$ cat config.mk
export PLATFORM = sky130hd
export DESIGN_NAME = pipelined_csel_adder
export DESIGN_NICKNAME = d
export VERILOG_FILES = /design/src/rtl/pipelined_csel_adder.sv
export SDC_FILE = /design/constraint.sdc
export NUM_CORES = 1
export LEC_CHECK = 0
export CELL_PAD_IN_SITES_DETAIL_PLACEMENT = 1
export CELL_PAD_IN_SITES_GLOBAL_PLACEMENT = 2
export CORE_ASPECT_RATIO = 0.9
export CORE_MARGIN = 2
export CORE_UTILIZATION = 28
export DETAILED_ROUTE_END_ITERATION = 10
export PLACE_DENSITY_LB_ADDON = 0.1
export SETUP_SLACK_MARGIN = 0.2
export SLEW_MARGIN = 20
export SYNTH_ARGS = -nofsm -noshare
export SYNTH_HDL_FRONTEND = slang
export SYNTH_SLANG_ARGS = --single-unit
$ cat constraint.sdc
create_clock -name clock -period 18.6 [get_ports clock]
set_input_delay 4.65 -clock clock [delete_from_list [all_inputs] [get_ports clock]]
set_output_delay 4.65 -clock clock [all_outputs]
set_load 0.03 [all_outputs]
$ cat src/rtl/pipelined_csel_adder.sv
// Pipelined carry-select adder/subtractor: chunk sums for both carry-in values are
// precomputed on entry, then each stage resolves one chunk from the carry of the chunk below.
module pipelined_csel_adder #(
  parameter int W      = 64,
  parameter int STAGES = 4,
  parameter int TAG_W  = 4
) (
  input  logic             clock,
  input  logic             reset,
  input  logic             in_valid,
  output logic             in_ready,
  input  logic             op_sub,
  input  logic [W-1:0]     a,
  input  logic [W-1:0]     b,
  input  logic             carry_in,
  input  logic [TAG_W-1:0] in_tag,
  output logic             out_valid,
  input  logic             out_ready,
  output logic [W-1:0]     s,
  output logic             carry_out,
  output logic             overflow,
  output logic [TAG_W-1:0] out_tag
);

  localparam int C = W / STAGES;

  // One pipeline slot: unresolved sum pairs, the resolved low part, and the running carry.
  typedef struct packed {
    logic              valid;
    logic [W-1:0]      sum0;
    logic [W-1:0]      sum1;
    logic [STAGES-1:0] c0;
    logic [STAGES-1:0] c1;
    logic [W-1:0]      res;
    logic              carry;
    logic              a_msb;
    logic              bb_msb;
    logic [TAG_W-1:0]  tag;
  } stage_t;

  function automatic stage_t resolve(input stage_t x, input int k);
    stage_t r;
    r = x;
    r.res[k*C +: C] = x.carry ? x.sum1[k*C +: C] : x.sum0[k*C +: C];
    r.carry         = x.carry ? x.c1[k] : x.c0[k];
    return r;
  endfunction

  logic [W-1:0] bb;
  logic         ci;
  logic [C:0]   t0;
  logic [C:0]   t1;
  logic         stall;
  stage_t       entry;
  stage_t       pipe_d [STAGES];
  stage_t       pipe_q [STAGES];

  assign bb = op_sub ? ~b : b;
  assign ci = op_sub ? ~carry_in : carry_in;

  always_comb begin
    entry        = '0;
    t0           = '0;
    t1           = '0;
    entry.valid  = in_valid;
    entry.carry  = ci;
    entry.a_msb  = a[W-1];
    entry.bb_msb = bb[W-1];
    entry.tag    = in_tag;
    for (int j = 0; j < STAGES; j++) begin
      t0 = {1'b0, a[j*C +: C]} + {1'b0, bb[j*C +: C]};
      t1 = {1'b0, a[j*C +: C]} + {1'b0, bb[j*C +: C]} + {{C{1'b0}}, 1'b1};
      entry.sum0[j*C +: C] = t0[C-1:0];
      entry.c0[j]          = t0[C];
      entry.sum1[j*C +: C] = t1[C-1:0];
      entry.c1[j]          = t1[C];
    end
  end

  always_comb begin
    pipe_d[0] = resolve(entry, 0);
    for (int k = 1; k < STAGES; k++) begin
      pipe_d[k] = resolve(pipe_q[k-1], k);
    end
  end

  // Handshake: a transfer happens on a rising edge where valid && ready. The whole
  // pipeline freezes while the output is valid but not taken; bubbles are not squeezed out.
  assign out_valid = pipe_q[STAGES-1].valid;
  assign stall     = out_valid && !out_ready;
  assign in_ready  = !reset && !stall;

  always_ff @(posedge clock) begin
    if (reset) begin
      for (int k = 0; k < STAGES; k++) pipe_q[k] <= '0;
    end else if (!stall) begin
      for (int k = 0; k < STAGES; k++) pipe_q[k] <= pipe_d[k];
    end
  end

  assign s         = pipe_q[STAGES-1].res;
  assign carry_out = pipe_q[STAGES-1].carry;
  assign out_tag   = pipe_q[STAGES-1].tag;
  assign overflow  = (pipe_q[STAGES-1].a_msb == pipe_q[STAGES-1].bb_msb) &&
                     (s[W-1] != pipe_q[STAGES-1].a_msb);

endmodule

### Sizing map

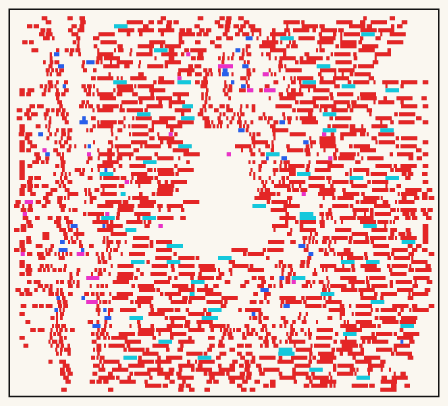
| color | size | cells |
|---|---|---|
| red | x1 and smaller | 1,780 |
| cyan | x6 and larger | 55 |
| magenta | x3 and x4 | 23 |
| blue | x2 | 40 |
Area Overhead vs Synth: 19.4%
PnR worst setup slack: 7.37 ns
total non-filler cell area in the finished layout: 0.0249 mm²

### I/O nets highlighted

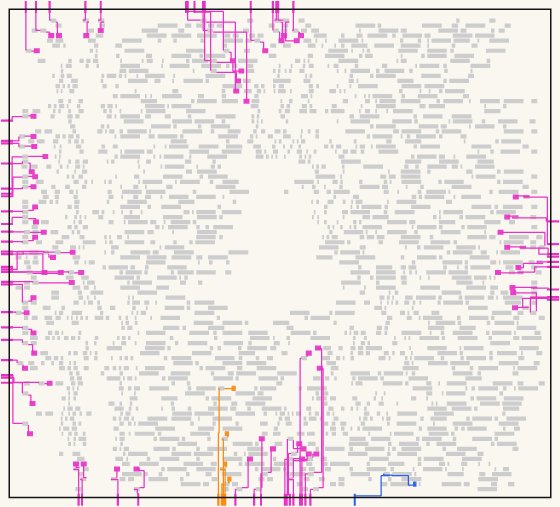
| color | port | bits | direction | end cells | buffers | wire |
|---|---|---|---|---|---|---|
| magenta | `b` | 64 | input | 64 | 64 | 1,770 µm |
| orange | `in_tag` | 4 | input | 4 | 4 | 128 µm |
| blue | `overflow` | 1 | output | 1 | 1 | 53.0 µm |
I/O pin total: 210
number of buffer cells added on primary ports: 209

==> results.sh <==
# source this file to load flow results
export IMPL_die_height_um=263
export IMPL_holdBufCountCts=0
export IMPL_p_leak_nw=9.76
export IMPL_nets=2074
export IMPL_drt_first_pass_iters=5
export IMPL_power_density_mw_per_mm2=100
export IMPL_timing_worst_setup_path_type="in -> out"
export IMPL_synth_flops=396
export IMPL_max_slew_vio_count=0
export IMPL_cp_cell_sequence="clkdlybuf4s50_1 > inv_1 > a21o_4 > inv_6 > clkdlybuf4s50_1"
export IMPL_rsz0062_at_grt="false"
export IMPL_area_fraction_in_and_or_nand_and_nor_cells_after_synthesis=0.171
export IMPL_adder_share=0.0459
export IMPL_die_w_um=291
export IMPL_crit_fanout=49
export IMPL_largest_reg_flops=396
export IMPL_synthTopLogicFamily="simple AND/OR/NAND/NOR gates"
export IMPL_worst_path_most_repeated_cell="clkdlybuf4s50_1"
export IMPL_critical_path_endpoint_type="output pin"
export IMPL_pwr_group_sequential_w=0.00112
export IMPL_launching_instance_or_port_of_the_critical_path="out_ready"
export IMPL_pg_comb_w=0.000486
export IMPL_grt_util_met3=0.0251
export IMPL_cts_resized=0
export IMPL_postSynth_asyncResetShare=0
export IMPL_avgSynthCellArea_um2=12.0
export IMPL_timing_hold_violations_final=0
export IMPL_p_clk_w=0.000885
export IMPL_fin_total_pwr_w=0.00249
export IMPL_hpwlAfterDp_um=32100
export IMPL_critPathArrivalTime_ns=6.58
export IMPL_cts_root_buf="clkbuf_16"
export IMPL_run_status="finished, final reports clean"
export IMPL_start_point_of_the_worst_hold_path="pipe_q[1][78]"
export IMPL_layout_filler_cells=7933
export IMPL_edf_count=396
export IMPL_clk_pin_slew_ns=0.06
export IMPL_coreArea_mm2=0.0734
export IMPL_design_die_area_mm2=0.0766
export IMPL_synth_yosys_warnings=0
## metal layers
layer | up-vias | part of all wire
li1 | 6365 | -
met1 | 6069 | 0.49
met2 | 189 | 0.45
met3 | 64 | 0.044
met4 | 0 | 0.018
met5 | - | 0
## worst paths after layout
| check | end | slack, ns | cells after the start |
|---|---|---|---|
| worst min-delay path | pipe_q[2][78] | 0.50 | 1 |
| worst max-delay path | in_ready | 7.37 | 5 |
| worst max register to register | pipe_q[0][118] | 15.49 | 3 |
| worst min register to register | pipe_q[2][78] | 0.50 | 1 |
## area by class of cell
cell class / count / area [µm²] / share of cell area
multi-input cells: 1152 / 7960 / 0.320
clock buffers: 63 / 1240 / 0.0497
well taps: 960 / 1200 / 0.0483
flip-flops and latches: 396 / 11900 / 0.478
clock inverters: 22 / 221 / 0.00890
inverters: 43 / 166 / 0.00669
repair buffers: 222 / 2200 / 0.0884
## synthesized netlist by cell type (13+ instances only)
master | number | area share
xor2_1 | 89 | 0.037
a21o_1 | 23 | 0.0083
mux2i_1 | 57 | 0.027
edfxtp_1 | 396 | 0.57
clkbuf_1 | 55 | 0.0099
and2_1 | 251 | 0.075
nand4_1 | 13 | 0.0039
inv_1 | 43 | 0.0078
buf_4 | 70 | 0.025
ha_1 | 70 | 0.042
a21oi_1 | 64 | 0.015
nand2_1 | 53 | 0.0096
nand3_1 | 27 | 0.0065
o21ai_0 | 27 | 0.0065
xnor2_1 | 50 | 0.021
nor2_1 | 196 | 0.035
nor3_1 | 17 | 0.0041
## critical path: cells and delay by family
kind / cells / cell delay [ns]
buf+inv: 4 / 1.54
compound gates: 1 / 0.34
